Fig. 1: run 1, supply network
Scale: 3 px per um. Pins as bars on the die edge.
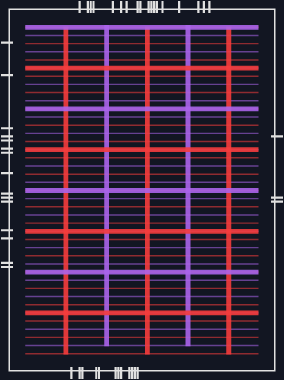
Fig. 2: run 1, cell area per tile
Scale: 3 px per um. 9 x 12 tiles, from black (low) to pale yellow (high), 0 to 100% covered.
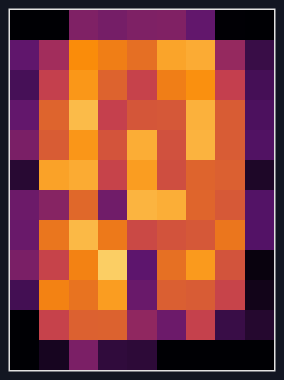
Fig. 3: run 1, where the registers sit
Scale: 3 px per um. Other sequential cells in the stronger grey, the rest of the logic in the fainter grey.
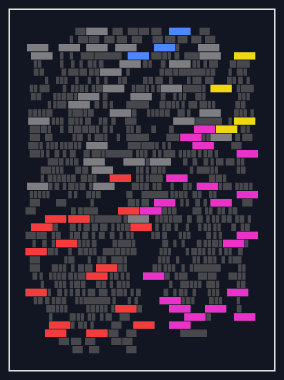
`src/rtl/pr_status_monitor.sv`:
```
// PR status monitor: deglitches the PR IP status bus, maps it to the
// software status encoding, and tracks each operation with a watchdog.
//
// Ports:
//   clk, rst_n      clock; synchronous active-low reset
//   ip_status[2:0]  PR IP hardware status
//   crc_err         PR IP CRC-error flag
//   incompat_err    PR IP incompatible-bitstream flag
//   sw_clear        CSR pulse; clears stickies and counters
//   sw_status[2:0]  software status code
//   pr_done         one-cycle pulse on successful completion
//   pr_error        one-cycle pulse on errored completion
//   err_sticky      sticky: an operation ended in error
//   timeout_sticky  sticky: watchdog expired
//   illegal_sticky  sticky: an illegal status was accepted
//   ok_count        saturating success counter
//   err_count       saturating error counter
module pr_status_monitor #(
    parameter int STABLE_CYCLES  = 2,
    parameter int TIMEOUT_CYCLES = 1048576,
    parameter int CNT_W          = 16
) (
    input  logic             clk,
    input  logic             rst_n,
    input  logic [2:0]       ip_status,
    input  logic             crc_err,
    input  logic             incompat_err,
    input  logic             sw_clear,
    output logic [2:0]       sw_status,
    output logic             pr_done,
    output logic             pr_error,
    output logic             err_sticky,
    output logic             timeout_sticky,
    output logic             illegal_sticky,
    output logic [CNT_W-1:0] ok_count,
    output logic [CNT_W-1:0] err_count
);

    typedef enum logic [1:0] {IDLE, ACTIVE, TIMEOUT} state_t;

    localparam int              TW     = $clog2(TIMEOUT_CYCLES);
    localparam logic [TW-1:0]   T_LAST = TW'(TIMEOUT_CYCLES - 1);
    localparam logic [3:0]      STABLE = 4'(STABLE_CYCLES);
    localparam logic [CNT_W-1:0] C_MAX = '1;
    localparam logic [CNT_W-1:0] C_ONE = CNT_W'(1);

    localparam logic [2:0] IP_NRESET = 3'b000;
    localparam logic [2:0] IP_BUSY   = 3'b001;
    localparam logic [2:0] IP_PROG   = 3'b010;
    localparam logic [2:0] IP_OK     = 3'b011;
    localparam logic [2:0] IP_ERR    = 3'b100;

    logic [2:0]    s0;
    logic [3:0]    cnt;
    logic [2:0]    flt;
    state_t        state, state_nx;
    logic [TW-1:0] timer, timer_nx;

    logic       accept;
    logic       done_ev, err_ev, to_ev, ill_ev;
    logic [2:0] cls_code;
    logic [2:0] sw_nx;

    // cnt = number of edges s0 has held its current value (saturating).
    // The new value is accepted on the edge after it has held long enough,
    // which gives STABLE_CYCLES+1 edges from input change to sw_status.
    assign accept = (cnt >= STABLE) && (s0 != flt);

    always_comb begin
        cls_code = 3'b001;
        if (crc_err)
            cls_code = 3'b010;
        else if (incompat_err)
            cls_code = 3'b011;
    end

    always_comb begin
        sw_nx  = sw_status;
        ill_ev = 1'b0;
        unique case (s0)
            IP_NRESET: sw_nx = 3'b000;
            IP_BUSY:   sw_nx = 3'b110;
            IP_PROG:   sw_nx = 3'b100;
            IP_OK:     sw_nx = 3'b101;
            IP_ERR:    sw_nx = cls_code;
            default:   ill_ev = accept;
        endcase
    end

    always_comb begin
        state_nx = state;
        timer_nx = timer;
        done_ev  = 1'b0;
        err_ev   = 1'b0;
        to_ev    = 1'b0;
        unique case (state)
            IDLE: begin
                if (accept && s0 == IP_PROG) begin
                    state_nx = ACTIVE;
                    timer_nx = '0;
                end
            end
            ACTIVE: begin
                timer_nx = timer + 1'b1;
                if (accept && s0 == IP_OK) begin
                    done_ev  = 1'b1;
                    state_nx = IDLE;
                end else if (accept && s0 == IP_ERR) begin
                    err_ev   = 1'b1;
                    state_nx = IDLE;
                end else if (accept && s0 == IP_NRESET) begin
                    state_nx = IDLE;
                end else if (timer == T_LAST) begin
                    to_ev    = 1'b1;
                    state_nx = TIMEOUT;
                end
            end
            TIMEOUT: begin
                if (accept && s0 == IP_OK) begin
                    done_ev  = 1'b1;
                    state_nx = IDLE;
                end else if (accept && s0 == IP_ERR) begin
                    err_ev   = 1'b1;
                    state_nx = IDLE;
                end else if (sw_clear ||
                             (accept && s0 == IP_NRESET)) begin
                    state_nx = IDLE;
                end
            end
            default: state_nx = IDLE;
        endcase
    end

    always_ff @(posedge clk) begin
        if (!rst_n) begin
            s0             <= '0;
            cnt            <= '0;
            flt            <= '0;
            state          <= IDLE;
            timer          <= '0;
            sw_status      <= '0;
            pr_done        <= 1'b0;
            pr_error       <= 1'b0;
            err_sticky     <= 1'b0;
            timeout_sticky <= 1'b0;
            illegal_sticky <= 1'b0;
            ok_count       <= '0;
            err_count      <= '0;
        end else begin
            s0 <= ip_status;
            if (ip_status != s0)
                cnt <= 4'd1;
            else if (cnt != 4'd15)
                cnt <= cnt + 4'd1;

            if (accept) begin
                flt       <= s0;
                sw_status <= sw_nx;
            end

            state    <= state_nx;
            timer    <= timer_nx;
            pr_done  <= done_ev;
            pr_error <= err_ev;

            // An event in the same cycle as sw_clear wins.
            err_sticky     <= err_ev | (err_sticky & ~sw_clear);
            timeout_sticky <= to_ev  | (timeout_sticky & ~sw_clear);
            illegal_sticky <= ill_ev | (illegal_sticky & ~sw_clear);

            if (done_ev)
                ok_count <= sw_clear ? C_ONE :
                            (ok_count == C_MAX) ? ok_count : ok_count + 1'b1;
            else if (sw_clear)
                ok_count <= '0;

            if (err_ev)
                err_count <= sw_clear ? C_ONE :
                             (err_count == C_MAX) ? err_count : err_count + 1'b1;
            else if (sw_clear)
                err_count <= '0;
        end
    end

endmodule

```
`config.mk`:
```
export PLATFORM = sky130hd
export DESIGN_NAME = pr_status_monitor
export DESIGN_NICKNAME = d
export VERILOG_FILES = /design/src/rtl/pr_status_monitor.sv
export SDC_FILE = /design/constraint.sdc
export NUM_CORES = 1
export LEC_CHECK = 0
export ABC_AREA = 1
export CORE_AREA = 5 5 83 115
export CTS_CLUSTER_SIZE = 10
export DETAILED_ROUTE_END_ITERATION = 7
export DIE_AREA = 0 0 88 120
export PLACE_DENSITY = 0.71
export SLEW_MARGIN = 30
export SYNTH_ARGS = -nofsm -noshare
export SYNTH_HDL_FRONTEND = slang
export SYNTH_SLANG_ARGS = --single-unit
```
`constraint.sdc`:
```
create_clock -name clk -period 3.89 [get_ports clk]
set_input_delay 1.167 -clock clk [delete_from_list [all_inputs] [get_ports clk]]
set_output_delay 1.167 -clock clk [all_outputs]
set_load 0.01 [all_outputs]
```
==> reports/qor.yml, run 1 <==
outcome:
  status: "complete, no violations"
worst_setup_path:
  critical_path.top_delay_family: "buffers and inverters"
  worstPathRequired_ns: 4.14
  crit_fanout: 15
  r2r_cells: 10
  critPathLaunchType: "input port"
  arrival_ns: 2.94
  r2r_end: "timer[19]"
  crit_chain: "clkdlybuf4s50_1 -> inv_1 -> nand4_1 -> nand2_2 -> nand2_1 -> a21oi_1"
  worst_setup_path_end_kind: "flip-flop"
  rrSetupSlack_ns: 1.68
  slowest_delay_ns: 0.59
  r2r-start: "cnt[0]"
layout:
  utilization_pct: 59.3
  syn_to_final_growth_pct: 18.6
  finalNetCount: 708
  drive_above_1_share_pct: 7.04
  final_area_um2: 5020
  diodes: 0
die:
  dieHeight_um: 120
  coreArea_um2: 8460
  die_w_um: 88
  num_rows: 40
  initCoreUtil_pct: 50.0
  chipArea_um2: 10600
  pin_count: 48
clock_tree:
  clkLatencyLatePin_ns: 0.33
  clk_pin_slew_ns: 0.05
  cts_hold_repair.buffers: 0
  clock_sinks: 72
  cts_resized: 0
  post_cts_buffers: 0
  cts_buffers: 9
  htree_levels: 3
  cts_tree: "built"
synthesis:
  top_cell: "nand2_1"
  yosys.area.top_type_share_pct: 34.1
  postSynth.asyncResetShare_pct: 0
  synthXorXnorAreaFrac_pct: 3.52
  syn_area_per_cell_um2: 6.53
  ys_seq_elements: 72
  ys_chip_area_um2: 4230
  edf_count: 0
  yosysWarnings: 0
  synth-simple-area-share_pct: 41.8
  ys_cells: 648
  synth.top_cells.by_area: "dfxtp_1 (34%), nand2_1 (15%), nor2_1 (8.8%)"
  syn_inst: 648
final_timing:
  hold_slack_ns: 0.447
  slew_violations: 0
  finalCritPeriodShare_pct: 69.0
  setup_ws_ns: 1.21
  rsz0062_at_grt: "no"
  setup_viol: 0
placed_design:
  place_area_um2: 4740
  numPortBuffers: 47
  place_ws_ns: 0.900
  dpl.cell_count: 786
  gp_congestion: 0.886
power:
  p_switching_uw: 502
  p_sw_share_pct: 28.1
  power.total_uw: 1790
  p_leak_uw: 0.00178
  p_int_uw: 1290
drt:
  ant_nets: 0
  vias: 4200
  vias_per_cell: 5.24
  drt-total-wl_um: 10300
  wire_per_inst_um: 12.9
grt:
  grt_start_max_net_pins: 45
  busiest_layer: "met2"
  grt-ovfl-total: 0
  track_usage_pct: 21.3
  antenna_found_initial: 0
worst_hold_path:
  min_from: "sw_status[0]"
  hold_class: "reg -> reg"
  hold_end: "sw_status[0]"
flow_run:
  warning_count: 29
Notes on Fig. 1 above:
Key: red = VSS; purple = VDD
5 straps on met4. 8 straps on met5. 41 met1 rails follow the rows. The core has 40 rows.

Notes on Fig. 2 above:
The mean over all tiles is 46%. The fullest tile reaches 90%. The densest ninth of the die: centre.

Notes on Fig. 3 above:
Key: yellow = cnt [sequential cells 4, where north-east]; blue = sw_status [sequential cells 3]; red = ok_count [sequential cells 16]; magenta = timer [sequential cells 20]
Another 29 sequential cells are not coloured.

-- run 1: power by group through the flow --
| stage | Sequential [uW] | Clock [uW] | Combinational [uW] |
|---|---|---|---|
| 6_report | 770 | 762 | 257 |
| 3_3_place_gp | 785 | 0 | 252 |
| 4_1_cts | 770 | 786 | 257 |
| 2_1_floorplan | 782 | 0 | 217 |
| 3_5_place_dp | 786 | 0 | 256 |
| 5_1_grt | 772 | 810 | 294 |
-- run 1: routing by layer --
layer,part of all wire [%],wire (um),vias to the layer above
met5,0,0,-
met4,2.6,265,0
met3,2.9,298,21
met2,52,5340,74
met1,43,4390,1915
li1,-,-,2190
-- run 1: registers in the layout, indices dropped and copies added, names as in the netlist --
name and count:
err_sticky 1, sw_status 3, state 2, pr_error 1
flt 3, cnt 4, ok_count 16, timeout_sticky 1
pr_done 1, err_count 16, illegal_sticky 1, s0 3
timer 20
-- run 1: kinds of logic after synthesis --
logic type,count (synthesis)
buffers and inverters,88
adders and majority gates,8
xor gates and xnor gates,17
and+or+nand+nor,391
AOI/OAI and AO/OA,72
DFF,72
-- run 1: cells in the final DEF, fill, tap and decap left out, drive strengths merged --
cell,n
clkbuf,12
clkdlybuf4s50,47
a31oi,1
clkinv,2
o211ai,2
buf,2
xnor2,6
nor3b,2
o21ai,9
ha,8
nor3,17
nand3b,3
nand3,51
xor2,11
a21oi,54
nor2,106
o41ai,1
nor4,2
a211oi,2
nand2,179
or2,3
clkinvlp,1
o31ai,3
nand4,28
dfxtp,72
inv,72
-- run 1: final cells by class --
class	instances	area, um^2
Clock buffer	12	256
Clock inverter	3	17.5
Fill cell	805	3440
Inverter	72	273
Multi-Input combinational cell	488	2410
Sequential cell	72	1440
Tap cell	105	131
Timing Repair Buffer	49	485
Fig. 4: run 1, M2 wires
Scale: 3 px per um.
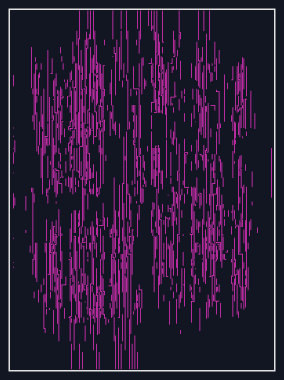

==> run 2: changes to the inputs <==
clock period = 2.55 ns   (was 3.89 ns; I/O delays follow)
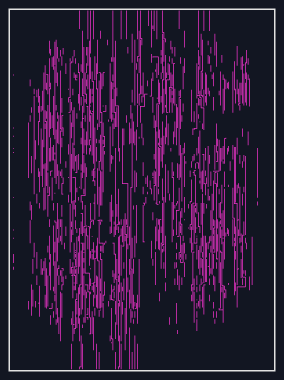
Fig. 5. M2 wires (run 2).
Scale: 3 px per um.
The layer carries 5,430 um of wire. 549 nets have wire on it.

==> run 2 against run 1 <==
- clock skew up 0.0027 ns
- clock power up 51%
- synthesized cell count unchanged
- critical path depth down 5
- critical endpoint is now err_count[0]
- synthesized area unchanged
- largest cell class unchanged
==> reports/qor.yml, run 2 <==
clock_tree:
  clock_sinks: 72  # unchanged
  clk_pin_slew_ns: 0.06  # about the same
  post_cts_buffers: 0  # unchanged
  cts_tree: "built"
  clkLatencyLatePin_ns: 0.33  # about the same
  htree_levels: 3  # unchanged
  cts_buffers: 9  # unchanged
power:
  p_sw_share_pct: 28.6  # +0.50 points
  p_switching_uw: 780  # +55%
  p_leak_uw: 0.00180  # +1.4%
grt:
  track_usage_pct: 21.7  # +0.34 points
  grt-ovfl-total: 0  # unchanged
  grt_start_max_net_pins: 25  # -44%
  antenna_found_initial: 0  # unchanged
layout:
  drive_above_1_share_pct: 7.68  # +0.64 points
  nClkBuffers: 13  # +1
  diodes: 0  # unchanged
  flop_area_um2: 1440  # unchanged
  syn_to_final_growth_pct: 19.5
  logic_area_um2: 2410  # unchanged
  nNonClkInverters: 72  # unchanged
  ff_count: 72  # unchanged
  finalNetCount: 714  # +0.85%
  lay_top_cells: "nand2_1 (170), nor2_1 (99), dfxtp_1 (72), inv_1 (66), a21oi_1 (51)"
  clk_share_pct: 5.30  # -0.17 points
  sh_comb_area_pct: 47.7  # -0.37 points
  num-nonclk-buffers: 55  # +12%
  layout_top_cell: "nand2_1"
  largest_class: "logic gates"
  num-fill-cells: 825  # +2.5%
  reg_top3: "timer (20), err_count (16), ok_count (16)"
  top_register: "timer"
  comb_cells: 488  # unchanged
final_timing:
  finalCritPeriodShare_pct: 86.9
  slew_violations: 0  # unchanged
  setup_viol: 0  # unchanged
  rsz0062_at_grt: "no"
worst_hold_path:
  min_from: "sw_status[1]"
  hold_end: "sw_status[1]"
  hold_class: "reg -> reg"
worst_setup_path:
  r2r-start: "err_count[0]"
  slowest_delay_ns: 0.61  # +0.02 ns
  critical_path.top_delay_family: "buffers and inverters"
  arrival_ns: 1.45  # -1.49 ns
  crit_fanout: 7  # -8
  worstPathRequired_ns: 1.79  # -2.35 ns
  crit_chain: "clkdlybuf4s50_1"
  worst_setup_path_end_kind: "output pin"
  critPathLaunchType: "flip-flop"
  r2r_cells: 7  # -3
synthesis:
  yosys.area.top_type_share_pct: 34.1  # unchanged
  ys_chip_area_um2: 4230  # unchanged
  synth.top_cells.by_area: "dfxtp_1 (34%), nand2_1 (15%), nor2_1 (8.8%)"
  postSynth.asyncResetShare_pct: 0  # unchanged
  syn_inst: 648  # unchanged
  ys_seq_elements: 72  # unchanged
  edf_count: 0  # unchanged
die:
  num_rows: 40  # unchanged
  die_w_um: 88  # unchanged
  dieHeight_um: 120  # unchanged
  coreArea_um2: 8460  # unchanged
  initCoreUtil_pct: 50.0  # unchanged
  chipArea_um2: 10600  # unchanged
  nWellTaps: 105  # unchanged
  pin_count: 48  # unchanged
drt:
  ant_nets: 0  # unchanged
  wire_per_inst_um: 13.0  # +1.2%
  vias_per_cell: 5.24  # about the same
placed_design:
  gp_congestion: 0.888  # +0.19%
outcome:
  status: "complete, no violations"
flow_run:
  warning_count: 29  # unchanged
## run 2: power by group through the flow
stage | clock network [uW] | logic (uW) | registers, uW
6_report | 1150 | 403 | 1170
5_1_grt | 1230 | 455 | 1180
4_1_cts | 1180 | 410 | 1170
3_5_place_dp | 0 | 408 | 1200
3_3_place_gp | 0 | 396 | 1200
2_1_floorplan | 0 | 330 | 1190
## run 2: through the flow
stage | instances | cell area (um^2) | hold slack, ns | utilization [%] | worst slack [ns]
global route | 808 | 5050 | 0.475 | 59.8 | 0.279
detailed placement | 792 | 4790 | 0.438 | 56.6 | 0.333
floorplan | 648 | 4230 | 0.443 | - | 0.795
CTS | 808 | 5050 | 0.445 | 59.8 | 0.319
finish | 808 | 5050 | 0.442 | 59.8 | 0.334
global placement | 792 | 4790 | 0.436 | 56.6 | 0.417
## run 2: per-layer routing
metal | GRT usage [%] | vias to the layer above | wire, um
met4 | 11.0 | 0 | 339
li1 | - | 2208 | -
met5 | 0 | - | 0
met2 | 37.9 | 90 | 5430
met3 | 3.71 | 24 | 349
met1 | 24.5 | 1911 | 4390
## run 2: how the worst max path moves through the flow
stage                               end          from
after CTS                  err_count[0]  err_count[0]
after detailed placement  err_count[15]      sw_clear
after floorplan           err_count[15]      sw_clear
after global placement    err_count[15]      sw_clear
after global routing       err_count[0]  err_count[0]
final                      err_count[0]  err_count[0]
## run 2: cell families (layout without fill, tap and decap cells)
group	after synthesis	in the layout	share of synthesized area, %
flip-flops	72	72	34.1
AND-OR/OR-AND	72	72	9.32
AND/OR/NAND/NOR	391	391	41.8
buffers and inverters	88	143	8.91
adder cells (fa/ha/maj)	8	8	2.37
XOR/XNOR	17	17	3.52
Fig. 6: run 2, clock routing
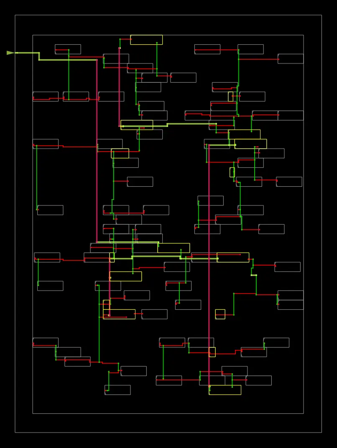

==> run 3: changes to the inputs <==
CORE_AREA = 5 5 81 112   (was 5 5 83 115)
CTS_CLUSTER_SIZE = unset   (was 10)
DIE_AREA = 0 0 86 117   (was 0 0 88 120)
PLACE_DENSITY = 0.75   (was 0.71)
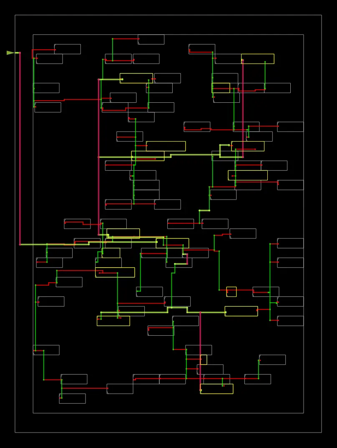
Fig. 7. Clock routing (run 3).
clk pwr: 1490 uW
worst skew pair latency: 0.34 ns

==> run 3 against run 2 <==
- sequential share of layout area shrank 0.47 points
- cell count shrank 0.37%
- hold slack gained 0.0050 ns
- fmax grew 2.3%
- final area grew 1.7%
- non-clock buffer count is the same
- critical path type unchanged
- largest power group is now clock
- highest routed layer unchanged
==> reports/qor.yml, run 3 <==
clock_tree:
  cts_tree: "built"
  cts_resized: 0
  htree_levels: 3  # unchanged
  cts_buffers: 9  # unchanged
  clk_pin_slew_ns: 0.06  # about the same
  post_cts_buffers: 0  # unchanged
  clock_sinks: 72  # unchanged
power:
  p_leak_uw: 0.00185  # +2.3%
  power_density_nw_per_um2: 599
  power.total_uw: 3080
  vdd_drop_max_v: 0.000429
synthesis:
  yosysSeqAreaShare_pct: 34.1
  edf_count: 0  # unchanged
  netlist-cell-type-count: 36
  ys_cells: 648
  top_cell: "nand2_1"
  yosys.area.top_type_share_pct: 34.1  # unchanged
  ys_seq_elements: 72  # unchanged
  postSynth.asyncResetShare_pct: 0  # unchanged
  syn_inst: 648  # unchanged
  synth-main-ff-cell: "dfxtp_1"
  top_cells_by_count: "nand2_1 (170), nor2_1 (99), dfxtp_1 (72)"
  syn_area_um2: 4230
  synth.top_cells.by_area: "dfxtp_1 (34%), nand2_1 (15%), nor2_1 (8.8%)"
  ys_chip_area_um2: 4230  # unchanged
placed_design:
  place_ws_ns: 0.323  # -0.0105 ns
  numPortBuffers: 47
  gp_congestion: 0.893  # +0.55%
  place_area_um2: 4780  # about the same
layout:
  final_area_um2: 5140  # +1.7%
  drive_above_1_share_pct: 8.11  # +0.43 points
  layout_top_cell: "nand2_1"
  diodes: 0  # unchanged
  lay_top_cells: "nand2_1 (170), nor2_1 (99), dfxtp_1 (72), inv_1 (66), a21oi_1 (51)"
  top_register: "timer"
  syn_to_final_growth_pct: 21.5
  utilization_pct: 63.8  # +4.1 points
  num-fill-cells: 746  # -9.6%
  finalNetCount: 714  # unchanged
  reg_top3: "timer (20), err_count (16), ok_count (16)"
worst_setup_path:
  r2r_cells: 9  # +2
  critical_path_class: "reg -> out"
  r2r_end: "timer[18]"
  critical_path.top_delay_family: "buffers and inverters"
  crit_chain: "clkdlybuf4s50_1"
  arrival_ns: 1.40  # -0.05 ns
  worst_setup_path_end_kind: "output pin"
  cp_slowest_cell: "clkdlybuf4s50_1"
  worstPathRequired_ns: 1.79  # about the same
  cp-startpoint: "err_count[0]"
  crit_fanout: 7  # unchanged
  critPathLaunchType: "flip-flop"
  slowest_delay_ns: 0.59  # -0.02 ns
  endpoint: "err_count[0]"
  r2r-start: "cnt[0]"
die:
  coreArea_um2: 8050  # -4.8%
  pin_count: 48  # unchanged
  chipArea_um2: 10100  # -4.7%
  initCoreUtil_pct: 52.5  # +2.5 points
  die_w_um: 86  # -2.3%
  num_rows: 39  # -2.5%
  dieHeight_um: 117  # -2.5%
final_timing:
  worst-slew-pin-transition_ns: 0.528
  slew_headroom_pct: 64.7
  finalCritPeriodShare_pct: 84.9  # -2.0 points
  setup_viol: 0  # unchanged
  rsz0062_at_grt: "no"
  slew_violations: 0  # unchanged
  setup_ws_ns: 0.384  # +0.0504 ns
grt:
  track_usage_pct: 21.8  # +0.14 points
  grt-ovfl-total: 0  # unchanged
  antenna_found_initial: 0  # unchanged
  grt_start_max_net_pins: 25  # unchanged
drt:
  vias: 4235
  vias_per_cell: 5.26  # +0.42%
  ant_nets: 0  # unchanged
  drt-total-wl_um: 10400
  wire_per_inst_um: 12.9  # -0.93%
  drtPass1Iterations: 5
  drc: 0
outcome:
  status: "complete, no violations"
flow_run:
  warning_count: 29  # unchanged
worst_hold_path:
  hold_class: "reg -> reg"
-- run 3: cell counts after synthesis --
No cell type changed its count.
-- run 3: how the worst min path moves through the flow --
stage	to	slack, ns	cells past startpoint	from
detailed placement	sw_status[1]	0.44	2	sw_status[1]
CTS	sw_status[1]	0.45	2	sw_status[1]
finish	sw_status[1]	0.45	2	sw_status[1]
global route	sw_status[1]	0.48	2	sw_status[1]
global placement	sw_status[1]	0.43	2	sw_status[1]
floorplan	flt[0]	0.44	2	flt[0]
-- run 3: cell families (layout without fill, tap and decap cells) --
family          Yosys count  count (layout)  synth area share (%)
compound gates           72              72                  9.32
buf+inv                  88             143                  8.91
xor+xnor                 17              17                  3.52
flops                    72              72                  34.1
fa+ha+maj                 8               8                  2.37
simple gates            391             391                  41.8
-- run 3: power breakdown --
part           switching, uW  leakage [uW]  internal, uW
logic                    293       0.00109           116
registers               24.6      0.000582          1150
clock network            487      0.000172          1010
total                    804       0.00185          2270
-- run 3: routing by layer --
layer  share of wire [%]  vias to the layer above  global-route usage [%]
met1                  43                     1920                    24.5
met3                 3.5                       21                    4.20
met5                   0                        -                       0
li1                    -                     2200                       -
met4                 2.3                        0                    10.0
met2                  52                       94                    39.5
-- run 3: cell type report --
cell class | instances | area [um^2] | share of cell area [%]
repair buffers | 55 | 531 | 10.3
clock inverters | 5 | 103 | 2.00
well taps | 102 | 128 | 2.48
clock buffers | 11 | 253 | 4.92
flip-flops and latches | 72 | 1440 | 28.0
inverters | 72 | 273 | 5.31
multi-input cells | 488 | 2410 | 46.9
-- run 3: through the flow --
step / hold slack (ns) / cells
after floorplan: 0.443 / 648
after global placement: 0.434 / 789
after detailed placement: 0.443 / 789
after CTS: 0.451 / 805
after global routing: 0.479 / 805
final: 0.447 / 805
Power and IR drop assume default switching activity.
